==> images/detail.png <==
Region (81, 20) to (111, 50) um. Cells in grey, sequential cells in the stronger grey; small squares are vias.
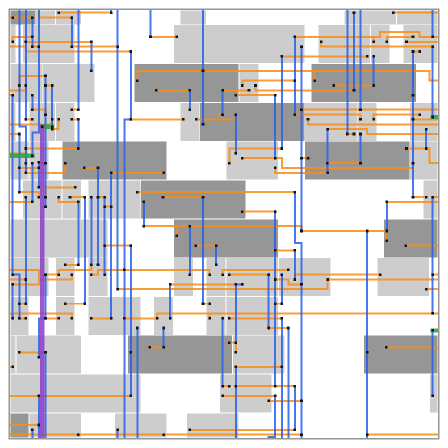
==> images/clocks.png <==
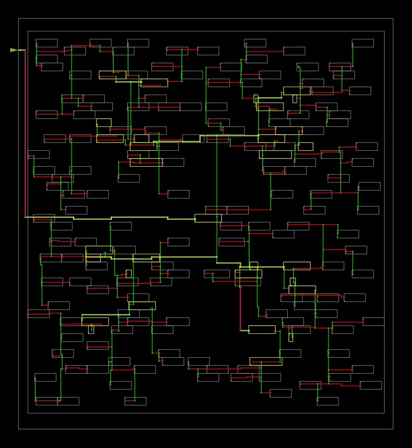
==> images/clk_routes.png <==
The bar under the picture is 50 um long.
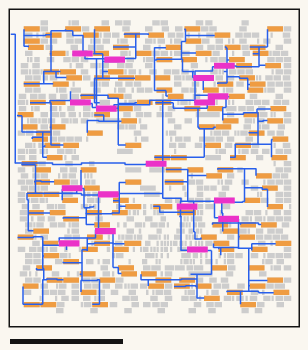
==> images/flops_by_reg.png <==
The bar under the picture is 50 um long. Other sequential cells in the stronger grey, the rest of the logic in the fainter grey.
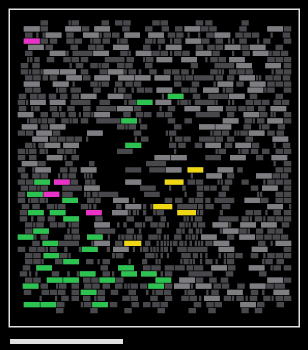
--- config.mk ---
export PLATFORM = sky130hd
export DESIGN_NAME = id_ex_stage
export DESIGN_NICKNAME = d
export VERILOG_FILES = /design/src/rtl/pipe_pkg.sv /design/src/rtl/id_ex_stage_hazard_detect.sv /design/src/rtl/id_ex_stage.sv
export SDC_FILE = /design/constraint.sdc
export NUM_CORES = 1
export LEC_CHECK = 0
export ABC_AREA = 1
export CORE_ASPECT_RATIO = 1.1
export CORE_MARGIN = 3
export CORE_UTILIZATION = 35
export CTS_CLUSTER_DIAMETER = 30
export DETAILED_ROUTE_END_ITERATION = 16
export PLACE_DENSITY_LB_ADDON = 0.05
export SYNTH_ARGS = -nofsm -noshare
export SYNTH_HDL_FRONTEND = slang
export SYNTH_SLANG_ARGS = --single-unit
--- constraint.sdc ---
create_clock -name CLK -period 1.95 [get_ports CLK]
set_input_delay 0.39 -clock CLK [delete_from_list [all_inputs] [get_ports CLK]]
set_output_delay 0.39 -clock CLK [all_outputs]
set_load 0.02 [all_outputs]
--- src/rtl/pipe_pkg.sv ---
// Shared pipeline types for the RV32I core: control bundle, ALU op codes, register zero.
package pipe_pkg;

  localparam int ALUOP_W = 4;

  localparam logic [ALUOP_W-1:0] ALUOP_ADD   = 4'd0;
  localparam logic [ALUOP_W-1:0] ALUOP_SUB   = 4'd1;
  localparam logic [ALUOP_W-1:0] ALUOP_SLL   = 4'd2;
  localparam logic [ALUOP_W-1:0] ALUOP_SLT   = 4'd3;
  localparam logic [ALUOP_W-1:0] ALUOP_SLTU  = 4'd4;
  localparam logic [ALUOP_W-1:0] ALUOP_XOR   = 4'd5;
  localparam logic [ALUOP_W-1:0] ALUOP_SRL   = 4'd6;
  localparam logic [ALUOP_W-1:0] ALUOP_SRA   = 4'd7;
  localparam logic [ALUOP_W-1:0] ALUOP_OR    = 4'd8;
  localparam logic [ALUOP_W-1:0] ALUOP_AND   = 4'd9;
  localparam logic [ALUOP_W-1:0] ALUOP_PASSB = 4'd10;

  localparam logic [4:0] REG_ZERO = 5'd0;

  typedef struct packed {
    logic               regwrite;
    logic               memread;
    logic               memwrite;
    logic               memtoreg;
    logic               alusrc;
    logic               branch;
    logic               jump;
    logic [ALUOP_W-1:0] aluop;
  } ctrl_t;

  localparam ctrl_t CTRL_NOP = '0;

endpackage

--- src/rtl/id_ex_stage_hazard_detect.sv ---
// Load-use hazard detector, purely combinational.
// Flags an ID instruction reading the destination of a load currently in EX (x0 excluded).
module hazard_detect
  import pipe_pkg::*;
(
  input  logic       ex_valid,
  input  logic       ex_memread,
  input  logic [4:0] ex_rd,
  input  logic       id_valid,
  input  logic [4:0] id_rs1,
  input  logic [4:0] id_rs2,
  output logic       lu
);

  // rs2 is compared even for I-type; the occasional false stall is accepted
  assign lu = ex_valid & ex_memread & (ex_rd != REG_ZERO) & id_valid &
              ((ex_rd == id_rs1) | (ex_rd == id_rs2));

endmodule

--- src/rtl/id_ex_stage.sv ---
// ID/EX pipeline register with load-use bubble insertion; 1-cycle latency, priority reset > flush > ext_stall > load-use.
// Optional load-use bubble counter on stall_cnt when STALL_CNT_EN is defined.
module id_ex_stage
  import pipe_pkg::*;
#(
  parameter int XLEN = 32,
  parameter int AOPW = 4
) (
  input  logic            CLK,
  input  logic            RST,
  input  logic            id_valid,
  input  logic [XLEN-1:0] id_pc,
  input  logic [4:0]      id_rs1,
  input  logic [4:0]      id_rs2,
  input  logic [4:0]      id_rd,
  input  logic [XLEN-1:0] id_rs1data,
  input  logic [XLEN-1:0] id_rs2data,
  input  logic [XLEN-1:0] id_imm,
  input  logic            id_regwrite,
  input  logic            id_memread,
  input  logic            id_memwrite,
  input  logic            id_memtoreg,
  input  logic            id_alusrc,
  input  logic            id_branch,
  input  logic            id_jump,
  input  logic [AOPW-1:0] id_aluop,
  input  logic            ex_flush,
  input  logic            ext_stall,
  output logic            ex_valid,
  output logic [XLEN-1:0] ex_pc,
  output logic [4:0]      ex_rs1,
  output logic [4:0]      ex_rs2,
  output logic [4:0]      ex_rd,
  output logic [XLEN-1:0] ex_rs1data,
  output logic [XLEN-1:0] ex_rs2data,
  output logic [XLEN-1:0] ex_imm,
  output logic [AOPW-1:0] ex_aluop,
  output logic            ex_regwrite,
  output logic            ex_memread,
  output logic            ex_memwrite,
  output logic            ex_memtoreg,
  output logic            ex_alusrc,
  output logic            ex_branch,
  output logic            ex_jump,
`ifdef STALL_CNT_EN
  output logic [31:0]     stall_cnt,
`endif
  output logic            stall_if
);

  logic            r_valid;
  logic [XLEN-1:0] r_pc;
  logic [4:0]      r_rs1;
  logic [4:0]      r_rs2;
  logic [4:0]      r_rd;
  logic [XLEN-1:0] r_rs1data;
  logic [XLEN-1:0] r_rs2data;
  logic [XLEN-1:0] r_imm;
  ctrl_t           r_ctrl;

  ctrl_t           w_ctrl_in;
  logic            w_lu;

  assign w_ctrl_in = '{regwrite: id_regwrite, memread: id_memread, memwrite: id_memwrite,
                       memtoreg: id_memtoreg, alusrc: id_alusrc, branch: id_branch,
                       jump: id_jump, aluop: ALUOP_W'(id_aluop)};

  hazard_detect u_hazard (
    .ex_valid   (r_valid),
    .ex_memread (r_ctrl.memread),
    .ex_rd      (r_rd),
    .id_valid   (id_valid),
    .id_rs1     (id_rs1),
    .id_rs2     (id_rs2),
    .lu         (w_lu)
  );

  always_ff @(posedge CLK) begin
    if (RST || ex_flush || (!ext_stall && w_lu)) begin
      // reset, redirect and load-use bubble all load the same all-zero NOP
      r_valid   <= 1'b0;
      r_pc      <= '0;
      r_rs1     <= REG_ZERO;
      r_rs2     <= REG_ZERO;
      r_rd      <= REG_ZERO;
      r_rs1data <= '0;
      r_rs2data <= '0;
      r_imm     <= '0;
      r_ctrl    <= CTRL_NOP;
    end else if (!ext_stall) begin
      r_valid   <= id_valid;
      r_pc      <= id_pc;
      r_rs1     <= id_rs1;
      r_rs2     <= id_rs2;
      r_rd      <= id_rd;
      r_rs1data <= id_rs1data;
      r_rs2data <= id_rs2data;
      r_imm     <= id_imm;
      r_ctrl    <= id_valid ? w_ctrl_in : CTRL_NOP;
    end
  end

`ifdef STALL_CNT_EN
  logic [31:0] r_stall_cnt;

  always_ff @(posedge CLK) begin
    if (RST) begin
      r_stall_cnt <= '0;
    end else if (!ex_flush && !ext_stall && w_lu && (r_stall_cnt != 32'hFFFF_FFFF)) begin
      r_stall_cnt <= r_stall_cnt + 32'd1;
    end
  end

  assign stall_cnt = r_stall_cnt;
`endif

  assign stall_if    = w_lu & ~ex_flush & ~RST;

  assign ex_valid    = r_valid;
  assign ex_pc       = r_pc;
  assign ex_rs1      = r_rs1;
  assign ex_rs2      = r_rs2;
  assign ex_rd       = r_rd;
  assign ex_rs1data  = r_rs1data;
  assign ex_rs2data  = r_rs2data;
  assign ex_imm      = r_imm;
  assign ex_aluop    = AOPW'(r_ctrl.aluop);
  assign ex_regwrite = r_ctrl.regwrite;
  assign ex_memread  = r_ctrl.memread;
  assign ex_memwrite = r_ctrl.memwrite;
  assign ex_memtoreg = r_ctrl.memtoreg;
  assign ex_alusrc   = r_ctrl.alusrc;
  assign ex_branch   = r_ctrl.branch;
  assign ex_jump     = r_ctrl.jump;

endmodule

==> flow_summary.toml <==
# implementation run metrics
[worst_hold_path]
holdCritPathClass = "input port to flip-flop"

[final_timing]
rsz0062_at_grt = "true"
fmax_mhz = 521
skew_ns = 0.00639
hold_viol_final = 0
finalCriticalPeriod_ns = 1.92
setup_viol = 0
holdWs_ns = 0.334
min_period_over_period_pct = 98.5

[power]
seq_cell_power_w = 0.00332
p_clk_share_pct = 43.1
internal_power_w = 0.00605
seq_power_share_pct = 42.7

[final_layout]
final_layout_top_logic_cells = "clkdlybuf4s50_1, nor2_1, dfxtp_1, mux2i_1, nand2_1"
final_area_sq_mm = 0.00976
num-nonclk-inverters = 15
stdcell_count = 1100
nets = 1045
seq_area_share_pct = 31.9
buffers = 339
comb_area_share_pct = 23.5
final-seq-area_sq_mm = 0.00312
comb.multi_input.count = 358
n_antenna_cell = 2

[yosys]
synth_warnings = 0
yosysMostFrequentCell = "nor2_1"
ys_area_sq_mm = 0.00574
ys_seq_share_pct = 54.0
top_logic_kind = "multiplexers"
synth.distinct_cells = 17
async_flop_share_pct = 0
synthTopCellsByCount = "nor2_1, dfxtp_1, mux2i_1, nand2_1, buf_2"
area_leaders = "dfxtp_1, mux2i_1, nor2_1"
flop_cell = "dfxtp_1"
simple_gate_area_share_pct = 13.3

[flow_run]
warnings = 28

[worst_setup_path]
path_buffers = 2
end_kind = "output port"
slowest_stage = "clkdlybuf4s50_1"
crit_type = "input port to output port"
rr_endpoint = "ex_rs2data[17]"
cp_cell_sequence = "clkdlybuf4s50_1 > xnor2_1 > nand3_1 > nand2_1 > and3_4 > buf_6"
ff2ff_path_depth = 9
crit_arrival_ns = 1.53

[clock_tree]
root_buffer = "clkbuf_16"
worstSkewPairLatency_ns = 0.41
cts.htree.levels = 4
cts.path.max_buffers = 2
cts_inserted_buffers = 17

[outcome]
status = "finished, final reports clean"

[grt]
grt_overflow = 0
antenna_found_initial = 1
grt_pass1_vias = 5175
grt_usage_pct = 18.9
grt-busiest-layer = "met2"

[route]
vias_per_cell = 4.52
top_layer_used = "met4"
m1WireLength_mm = 6.52
dr.first_iter.drc_count = 194
route.met3.wl_mm = 1.52

[floorplanning]
die-height_um = 140
die_w_um = 128
core_sq_mm = 0.0159
fp_util_pct = 36.1

[placed_design]
portBuffers = 314
postPlaceCellArea_sq_mm = 0.00911
Notes on detail.png above:
legend:
  metal 4:
    colour: purple
  metal 1:
    colour: orange
  metal 3:
    colour: green
  metal 2:
    colour: blue
sequential cells in the window: 10
netlist names of flops here include: `ex_rs1data` (9), `ex_rs2` (1)
most frequent: nor2_1 (11), mux2i_1 (10), dfxtp_1 (10)
cells with their middle in the window: 54

Notes on clocks.png above:
seq_cells: 155
CLK BUF: 24

Notes on clk_routes.png above:
legend:
  clock wires:
    colour: blue
    length: 1900 um
  clock drivers:
    colour: magenta
    count: 17
  flip-flops:
    colour: orange
    count: 155
routed clock nets: 18

Notes on flops_by_reg.png above:
legend:
  `ex_aluop`:
    colour: magenta
    sequential_cells: 4
  `ex_pc`:
    colour: green
    sequential_cells: 32
  `ex_rd`:
    colour: yellow
    sequential_cells: 5

